### Wiring by layer

Only two layers are drawn.
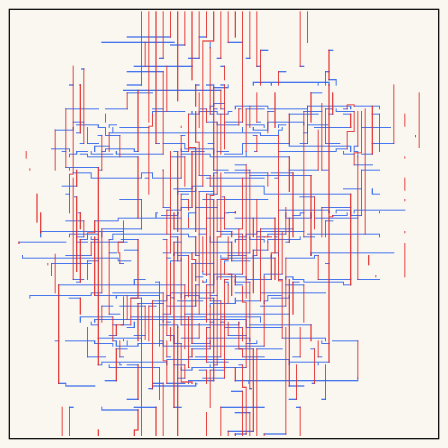
### Zoomed window

Region (28, 1) to (53, 26) um. Cells in grey, sequential cells in the stronger grey; small squares are vias.
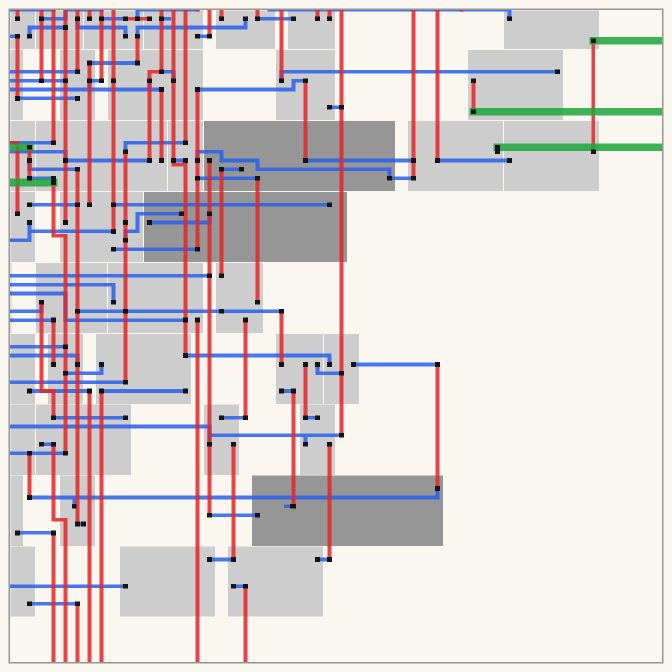
### Routing congestion

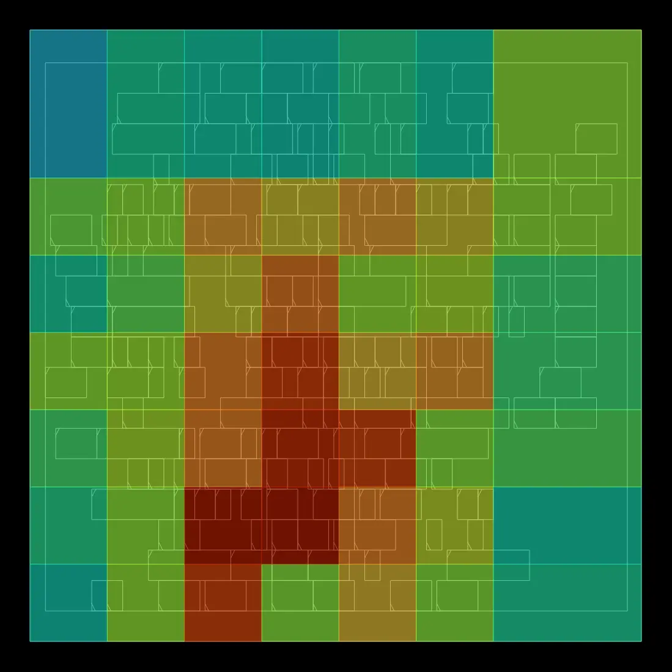
### Sequential cells grouped by signal name

Other cells in grey.
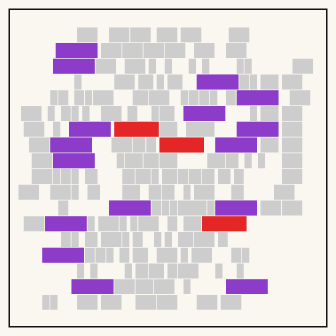
### PDN straps and rails

The bar under the picture is 20 um long. Pins as bars on the die edge. Tap cells in grey.
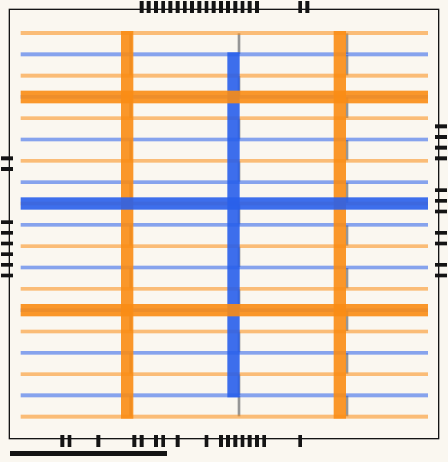
File: src/rtl/dpseq_pkg.sv
// Shared definitions for the datapath sequencer: state encoding, opcode/op constants, field positions.
// The ERR state exists only when DATAPATH_SEQ_TRAP_EN is defined.
package dpseq_pkg;

  typedef enum logic [2:0] {
    S_WAIT, S_DECODE, S_GETA, S_GETB, S_EXEC, S_WIMM, S_WRC
`ifdef DATAPATH_SEQ_TRAP_EN
    , S_ERR
`endif
  } state_t;

  typedef enum logic [2:0] {
    CL_MOVI, CL_MOVR, CL_ADD_AND, CL_CMP, CL_MVN, CL_ILL
  } cls_t;

  localparam logic [2:0] OPC_MOV  = 3'b110;
  localparam logic [2:0] OPC_ALU  = 3'b101;
  localparam logic [1:0] OP_MOVR  = 2'b00;
  localparam logic [1:0] OP_MOVI  = 2'b10;
  localparam logic [1:0] OP_ADD   = 2'b00;
  localparam logic [1:0] OP_CMP   = 2'b01;
  localparam logic [1:0] OP_AND   = 2'b10;
  localparam logic [1:0] OP_MVN   = 2'b11;

  localparam int F_OPC = 13;  // [15:13]
  localparam int F_OP  = 11;  // [12:11]
  localparam int F_RN  = 8;   // [10:8]
  localparam int F_RD  = 5;   // [7:5]
  localparam int F_SH  = 3;   // [4:3]
  localparam int F_RM  = 0;   // [2:0]
  localparam int F_IMM = 0;   // [7:0]

  function automatic logic [15:0] sext8(input logic [7:0] v);
    return {{8{v[7]}}, v};
  endfunction

endpackage

File: src/rtl/datapath_seq_dec.sv
// Combinational instruction decoder: classifies the latched IR and splits out its fields.
module dpseq_dec
  import dpseq_pkg::*;
(
  input  logic [15:0] i_ir,
  output cls_t        o_cls,
  output logic [2:0]  o_rn,
  output logic [2:0]  o_rd,
  output logic [2:0]  o_rm,
  output logic [1:0]  o_sh,
  output logic [1:0]  o_op,
  output logic [15:0] o_sximm
);
  logic [2:0] w_opc;

  assign w_opc   = i_ir[F_OPC +: 3];
  assign o_op    = i_ir[F_OP  +: 2];
  assign o_rn    = i_ir[F_RN  +: 3];
  assign o_rd    = i_ir[F_RD  +: 3];
  assign o_sh    = i_ir[F_SH  +: 2];
  assign o_rm    = i_ir[F_RM  +: 3];
  assign o_sximm = sext8(i_ir[F_IMM +: 8]);

  always_comb begin
    o_cls = CL_ILL;
    if (w_opc == OPC_MOV) begin
      if (o_op == OP_MOVI)      o_cls = CL_MOVI;
      else if (o_op == OP_MOVR) o_cls = CL_MOVR;
    end else if (w_opc == OPC_ALU) begin
      case (o_op)
        OP_ADD, OP_AND: o_cls = CL_ADD_AND;
        OP_CMP:         o_cls = CL_CMP;
        default:        o_cls = CL_MVN;
      endcase
    end
  end
endmodule

File: src/rtl/datapath_seq.sv
// Multi-cycle control sequencer for a register-file/ALU datapath; holds the IR and the Moore FSM.
// Define DATAPATH_SEQ_TRAP_EN to trap illegal instructions in ERR until reset (else they are dropped).
module datapath_seq
  import dpseq_pkg::*;
(
  input  logic        clk,
  input  logic        reset,
  input  logic        s,
  input  logic [15:0] instr,
  output logic        w,
  output logic        err,
  output logic [2:0]  readnum,
  output logic [2:0]  writenum,
  output logic        loada,
  output logic        loadb,
  output logic        loadc,
  output logic        loads,
  output logic        write,
  output logic        asel,
  output logic        bsel,
  output logic        vsel,
  output logic [1:0]  shift,
  output logic [1:0]  ALUop,
  output logic [15:0] datapath_in
);
  state_t      r_state, w_nxt;
  logic [15:0] r_ir;
  cls_t        w_cls;
  logic [2:0]  w_rn, w_rd, w_rm;
  logic [1:0]  w_sh, w_op;
  logic [15:0] w_sximm;

  dpseq_dec u_dec (
    .i_ir   (r_ir),
    .o_cls  (w_cls),
    .o_rn   (w_rn),
    .o_rd   (w_rd),
    .o_rm   (w_rm),
    .o_sh   (w_sh),
    .o_op   (w_op),
    .o_sximm(w_sximm)
  );

  always_ff @(posedge clk) begin
    if (reset) begin
      r_state <= S_WAIT;
      r_ir    <= '0;
    end else begin
      r_state <= w_nxt;
      if (r_state == S_WAIT && s) r_ir <= instr;
    end
  end

  always_comb begin
    w_nxt = r_state;
    case (r_state)
      S_WAIT:   if (s) w_nxt = S_DECODE;
      S_DECODE: begin
        case (w_cls)
          CL_MOVI:            w_nxt = S_WIMM;
          CL_MOVR, CL_MVN:    w_nxt = S_GETB;
          CL_ADD_AND, CL_CMP: w_nxt = S_GETA;
`ifdef DATAPATH_SEQ_TRAP_EN
          default:            w_nxt = S_ERR;
`else
          default:            w_nxt = S_WAIT;
`endif
        endcase
      end
      S_GETA:   w_nxt = S_GETB;
      S_GETB:   w_nxt = S_EXEC;
      // CMP only updates status, so it skips the writeback state
      S_EXEC:   w_nxt = (w_cls == CL_CMP) ? S_WAIT : S_WRC;
      S_WIMM:   w_nxt = S_WAIT;
      S_WRC:    w_nxt = S_WAIT;
      default:  w_nxt = r_state;
    endcase
  end

  always_comb begin
    w           = (r_state == S_WAIT);
    readnum     = '0;
    writenum    = '0;
    loada       = 1'b0;
    loadb       = 1'b0;
    loadc       = 1'b0;
    loads       = 1'b0;
    write       = 1'b0;
    asel        = 1'b0;
    bsel        = 1'b0;
    vsel        = 1'b0;
    shift       = '0;
    ALUop       = '0;
    datapath_in = w_sximm;
    case (r_state)
      S_GETA: begin
        readnum = w_rn;
        loada   = 1'b1;
      end
      S_GETB: begin
        readnum = w_rm;
        loadb   = 1'b1;
      end
      S_EXEC: begin
        shift = w_sh;
        if (w_cls == CL_MOVR) begin
          asel  = 1'b1;
          ALUop = 2'b00;
          loadc = 1'b1;
        end else begin
          ALUop = w_op;
          if (w_cls == CL_CMP) loads = 1'b1;
          else                 loadc = 1'b1;
        end
      end
      S_WIMM: begin
        writenum = w_rn;
        vsel     = 1'b1;
        write    = 1'b1;
      end
      S_WRC: begin
        writenum = w_rd;
        write    = 1'b1;
      end
      default: ;
    endcase
  end

`ifdef DATAPATH_SEQ_TRAP_EN
  assign err = (r_state == S_ERR);
`else
  assign err = 1'b0;
`endif
endmodule

File: config.mk
export PLATFORM = sky130hd
export DESIGN_NAME = datapath_seq
export DESIGN_NICKNAME = d
export VERILOG_FILES = /design/src/rtl/dpseq_pkg.sv /design/src/rtl/datapath_seq_dec.sv /design/src/rtl/datapath_seq.sv
export SDC_FILE = /design/constraint.sdc
export NUM_CORES = 1
export LEC_CHECK = 0
export CAP_MARGIN = 10
export CORE_UTILIZATION = 40
export CTS_CLUSTER_DIAMETER = 50
export DETAILED_ROUTE_END_ITERATION = 10
export GPL_ROUTABILITY_DRIVEN = 0
export PLACE_DENSITY = 0.8
export SLEW_MARGIN = 20
export SYNTH_ARGS = -nofsm -noshare
export SYNTH_HDL_FRONTEND = slang
export SYNTH_SLANG_ARGS = --single-unit
File: constraint.sdc
create_clock -name clk -period 2.3 [get_ports clk]
set_clock_uncertainty 0.15 [all_clocks]
set_input_delay 0.23 -clock clk [delete_from_list [all_inputs] [get_ports clk]]
set_output_delay 0.23 -clock clk [all_outputs]
set_load 0.01 [all_outputs]
==> run_results.csv <==
group,metric,value,unit
worst_setup_path,end_kind,"output port",
route,via_per_inst,5.26,
clock_network,numCtsBuffers,3,
placed_design,place_area,1480,um^2
route,route.vias.total,1099,
clock_network,cts.sinks,19,
clock_network,postCtsHoldBufs,0,
synthesis,top_cells_by_area,"dfxtp_1, buf_4, nand2_1, a21oi_1, nor2_1",
clock_network,cts_tree,"yes",
worst_setup_path,reg2reg_depth,4,
worst_setup_path,reg2reg_setup_slack,0.56,ns
route,drtIter0Drc,28,
synthesis,async_flop_share,0,%
worst_setup_path,slowest_stage,"clkdlybuf4s50_1",
clock_network,post_cts_buffers,0,
run,max_cap_violations,0,
placed_design,dp_slack,0.260,ns
synthesis,top_cell_area_share,34.4,%
floorplan,io_pins,55,
route,wl_per_cell,13.4,um
sta,slew_headroom,63.3,%
sta,finalCritPeriodShare,97.4,%
floorplan,num_rows,18,
route,post-route-drc-count,0,
global_route,grt_pass1_wl,4.19,mm
finish,nNetsFinal,199,
placed_design,numPortBuffers,52,
clock_network,cts_root_buf,"clkbuf_4",
sta,worst_slack,0.0599,ns
synthesis,ys_cells,150,
synthesis,synthCells,150,
synthesis,ys_chip_area,1110,um^2
clock_network,clk_latency,0.31,ns
synthesis,yosys.cell_count.top_type,"nand2_1",
synthesis,syn_area,1110,um^2
finish,drive_gt1_share,10.1,%
clock_network,clockBufferDepth,2,
clock_network,htreeDepth,1,
run,tool_warnings,27,
worst_setup_path,cpPeakStageDelay,0.56,ns
worst_setup_path,worstSetupStartpointType,"register",
power,power_density,448,nW/um^2
run_status,status,"finished clean",
worst_setup_path,crit_fanout,10,
global_route,antenna_found_initial,0,
global_route,grt_max_degree,19,
worst_hold_path,min_to,"r_ir[12]$_SDFFE_PP0P_",
Notes on 'Wiring by layer' above:
legend:
  red:
    layer: met2
    wire_length: 1490 um
  blue:
    layer: met1
    wire_length: 1130 um

Notes on 'Zoomed window' above:
legend:
  red:
    layer: met2
  blue:
    layer: met1
  green:
    layer: met3
sequential cells in the window: 3
most frequent: clkdlybuf4s50_1 (9), nand2_1 (5), a21oi_1 (4)
netlist names of flops here include: r_ir (2), r_state (1)
cells with their middle in the window: 34

Notes on 'Routing congestion' above:
GR Layer Usage met1: 22.5%
met3 usage: 1.67%
post-layout util: 60.1%

Notes on 'Sequential cells grouped by signal name' above:
legend:
  red:
    name_in_the_netlist: r_state
    flops: 3
  purple:
    name_in_the_netlist: r_ir
    flops: 16
Seq power: 0.370 mW
sequential share of cell area: 25.1%
Flop area: 384 um^2

Notes on 'PDN straps and rails' above:
legend:
  orange:
    net: VSS
  blue:
    net: VDD
tap cells: 30
met4 straps: 3
Chip Width: 54.6 um
maximum VDD drop: 0.294 mV

## worst reg2reg max path, delay by kind of cell (launching register included)
kind,cells,cell delay [ns]
and+or+nand+nor,1,0.70
DFF,1,0.44
AOI/OAI and AO/OA,3,0.39
## final cells by class
type | instances | area, um^2
Fill cell | 246 | 1020
Multi-Input combinational cell | 100 | 541
Timing Repair Buffer | 53 | 528
Sequential cell | 19 | 384
Tap cell | 30 | 37.5
Clock buffer | 3 | 22.5
Inverter | 3 | 11.3
Clock inverter | 1 | 5.00
## where the power goes
part	internal, mW	switching, mW
sequential	0.347	0.0230
clock	0.0651	0.114
combinational	0.0775	0.0575
total	0.490	0.194
## sequential cells by signal, summed over array words and instances, names as in the netlist
register  count
r_state       3
r_ir         16
## routing by layer
metal | global-route usage (%) | vias to the layer above | wire length, um
met2 | 36.9 | 36 | 1490
met4 | 10.3 | 0 | 51
met3 | 1.67 | 5 | 129
li1 | - | 538 | -
met1 | 22.5 | 520 | 1130
met5 | 0 | - | 0
## per-stage QoR
stage	power (mW)	cells	TNS, ns	hold slack, ns
finish	0.684	209	0	0.302
global route	0.713	209	-0.108	0.319
CTS	0.683	209	0	0.313
detailed placement	0.510	205	0	0.314
global placement	0.505	205	0	0.306
floorplan	0.460	151	0	0.216
## kinds of logic after synthesis
kind of cell	after synthesis	synth area share [%]
other	1	0.339
AND/OR/NAND/NOR	66	28.0
AND-OR/OR-AND	32	18.1
flip-flops	19	34.3
buffers and inverters	32	19.2
## what timing repair did
| action | 4_1_cts | 5_1_grt |
|---|---|---|
| pin swaps | 0 | 0 |
| setup endpoints to repair | 10 | 5 |
| resized | 6 | 4 |
Power is estimated from default activity; no workload was simulated.
